### Clock nets

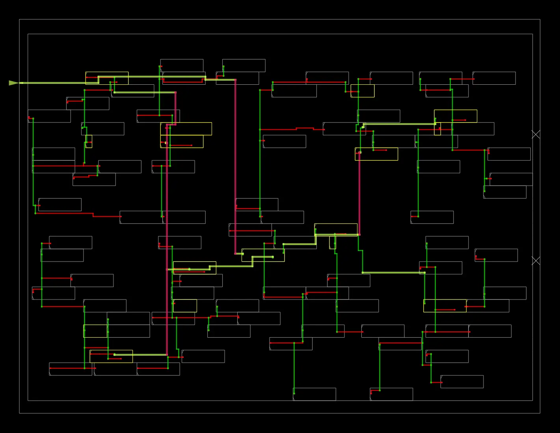
### M4 wires

(3 px per um)
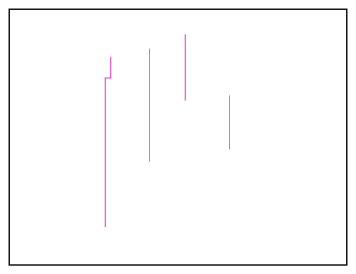
### Logic cells by family

(3 px per um)
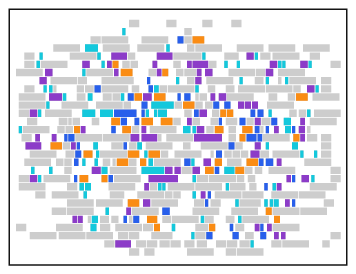
### Wiring by layer

(2 px per um) Two of the layers only.
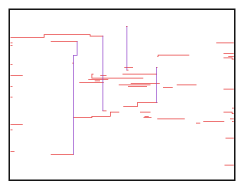
==> config.mk <==
export PLATFORM = sky130hd
export DESIGN_NAME = slow_tick_sync
export DESIGN_NICKNAME = d
export VERILOG_FILES = /design/src/rtl/slow_tick_pkg.sv /design/src/rtl/slow_tick_sync_chain.sv /design/src/rtl/slow_tick_sync.sv
export SDC_FILE = /design/constraint.sdc
export NUM_CORES = 1
export LEC_CHECK = 0
export CAP_MARGIN = 20
export CORE_ASPECT_RATIO = 0.75
export CORE_MARGIN = 1.5
export CORE_UTILIZATION = 41
export CTS_CLUSTER_DIAMETER = 150
export DETAILED_ROUTE_END_ITERATION = 16
export GPL_ROUTABILITY_DRIVEN = 0
export HOLD_SLACK_MARGIN = 0.12
export PLACE_DENSITY_LB_ADDON = 0.25
export SYNTH_ARGS = -nofsm -noshare
export SYNTH_HDL_FRONTEND = slang
export SYNTH_SLANG_ARGS = --single-unit
==> constraint.sdc <==
create_clock -name clk_in -period 2.1 [get_ports clk_in]
set_input_delay 0.315 -clock clk_in [delete_from_list [all_inputs] [get_ports clk_in]]
set_output_delay 0.315 -clock clk_in [all_outputs]
set_load 0.05 [all_outputs]
==> Changelog: implementation <==
### Physical design

* Run status: complete, but fails checks
* Violated checks: design-rule violations, negative setup slack
* Maximum frequency from static timing analysis at 0.457 GHz
* Core area at 8560 um2
* Total leakage power at 2.10 nW
* Die X at 112 um
* CTS tree: built
* Hold WS at 0.347 ns
* Sum of negative setup slack at -0.158 ns
* Compound-cell area share of the yosys netlist at 13.7%
* Share of power burned in the clock network at 46.9%
* Logic gate share of total power at 8.7%
* Layout Nets at 481
* Reg-to-reg setup timing slack at -0.09 ns
* Yosys cell count at 371
* Cell family contributing the most delay on the critical path: simple AND/OR/NAND/NOR gates
* PD cells at 651 nW/um2
* Fraction of layout cells with a size suffix above 1 at 26.0%
* GRT Max-Usage Layer: met2
* DRC violation count after routing at 2
* Worst-margin pin slew at 0.512 ns
* Chip Area at 9490 um2
* Pre-CTS worst setup slack at -0.0733 ns
* Instance count along the most critical hold path at 0
* Simple-Gate Fraction of Synth Area at 25.3%
* Global routing usage on met3 at 4.62%
* Area of all placed cells without fillers at 5180 um2
* Crit path kind: reg2reg
* Flop pwr share at 44.3%
* Total met3 wirelength after detailed routing at 361 um
* Clock Root Buffer: sky130_fd_sc_hd__clkbuf_16
* Ys flops at 75
* Maximum vdd drop at 489 uV
* Antenna violations before repair at 0
* Asr flop ratio synth at 100%
* Average instance area after synthesis at 9.85 um2
* Max power group: clock
* Slowest-stage cell, CP: sky130_fd_sc_hd__or4_4
* Effective utilization at floorplan at 42.7%
* CP arrival at 2.43 ns
* Rel. slew slack at 65.4%
* Core occupancy in the finished layout at 60.5%
* Stage delay of the slowest cell on the critical path at 0.50 ns
* Nature of the critical path startpoint: flop
* Setup repair after global routing missed its margin: true
* Synth Flop Type: sky130_fd_sc_hd__dfrtp_1
* Number of search-and-repair iterations in the first detailed-routing pass at 12
* Via count of the first global-routing pass at 3156
* Met1 layer wirelength in the final routing at 4700 um
* Setup violations, final at 2
* I/O pin count at 47
* Number of flops mapped to enable cells by yosys at 0
* DP Cell Count at 552
* Global route overflow at 0
* Period utilization at 104%
* Highest net fanout along the worst path at 4
* Yosys adder share at 0.685%
* Drt initial violations at 195
* Max-cap viol count at 0
* GR Layer Usage met2 at 32.4%
* Per-cell via count in the routed design at 5.62
* Post-DP Area at 4530 um2
* Synthesized cell area at 3650 um2
* Number of buffers inserted during clock tree synthesis at 9
* Area fraction in xor and xnor cells at 4.08%
* Area Growth Syn to Fin at 41.8%
* Sequential Power at 0.00149 W
* Die span in y at 84.8 um
* Count of cell instances traversed by the critical path at 6
* Antenna cell count at 0
* Commonest cells after routing, fill and taps aside: sky130_fd_sc_hd__dfrtp_1 (74), sky130_fd_sc_hd__buf_4 (62), sky130_fd_sc_hd__nor2_1 (60)
* Worst path setup slack after routing at -0.0893 ns
* Largest net degree at the start of global routing at 50
* H-tree level count at 3
* Summed standard-cell area reported by yosys at 3650 um2
* Port Buffers at 46
* Final critical delay including setup and external delays at 2.19 ns
* Largest buffer count on any clock path at 2
* WP buf/inv at 1
* Cell internal pwr at 0.00259 W
* Mux cell area share after synthesis at 0.822%
* Tally of nets with antenna violations remaining after routing at 0
* Number of distinct library cell variants in the gate-level netlist after synthesis at 54
* Switching power of the nets at 0.000778 W
* Final Hold Vio Count at 0
* Hold_buf cts at 1
* Critical path cell sequence: buf_4, and4_4, nand4_4, or4_4, or3b_4, a221oi_2
* Standard-cell row count at 29
* Worst clock skew at 0.00593 ns
About 'Clock nets':
reported clock group power: 0.00158 W
clk ins delay skew pair: 0.34 ns
number of clock buffers in the layout: 15
sequential cell count: 75
clock net sink count: 75

About 'M4 wires':
main direction: vertical
nets with wire on the layer: 3
longest straight run: 49.5 um
number of vias in the routed layout: 3306
Routed Wire Length: 9690 um

About 'Logic cells by family':
[NOR gates] cyan | cells: 82
[NAND gates] blue | cells: 53
[AND and OR gates] orange | cells: 37
[inverting AOI/OAI gates] purple | cells: 69
most common cell after layout, fill and taps aside: sky130_fd_sc_hd__dfrtp_1
multi-input gate share of total cell area: 34.9%
number of standard cells in the layout, taps in and fillers out: 588

About 'Wiring by layer':
[met4] purple | wire length: 135 um
[met3] red | wire length: 361 um
GRT Overall Usage: 21.4%
wire length per cell after detailed routing: 16.5 um

[area by class of cell]
type | count | area share (%)
clock buffer | 15 | 5.36
clock inverter | 1 | 0.580
inverter | 8 | 0.580
multi-input combinational | 267 | 34.9
sequential | 75 | 36.3
tap | 108 | 2.61
timing repair buffer | 114 | 19.7
[cells by family (layout without fill, tap and decap cells)]
kind of cell,count (synthesis),after routing
buf+inv,29,138
xor+xnor,17,17
simple gates,172,172
mux,3,3
flops,75,75
compound gates,73,73
fa+ha+maj,2,2
[cells in the mapped netlist (all sizes together) (9+ instances only)]
cell type  number  area, um2
clkbuf         17        104
nor2           60        225
or3            12       80.1
xnor2          11       96.3
nor4            9       56.3
o21ai          15       75.1
a211oi         15        113
nand2          23       88.8
nand3          12       60.1
a21oi          15       75.1
nand4          15        109
dfrtp          75       1880
and4            9       81.3
Power and IR drop assume default switching activity.
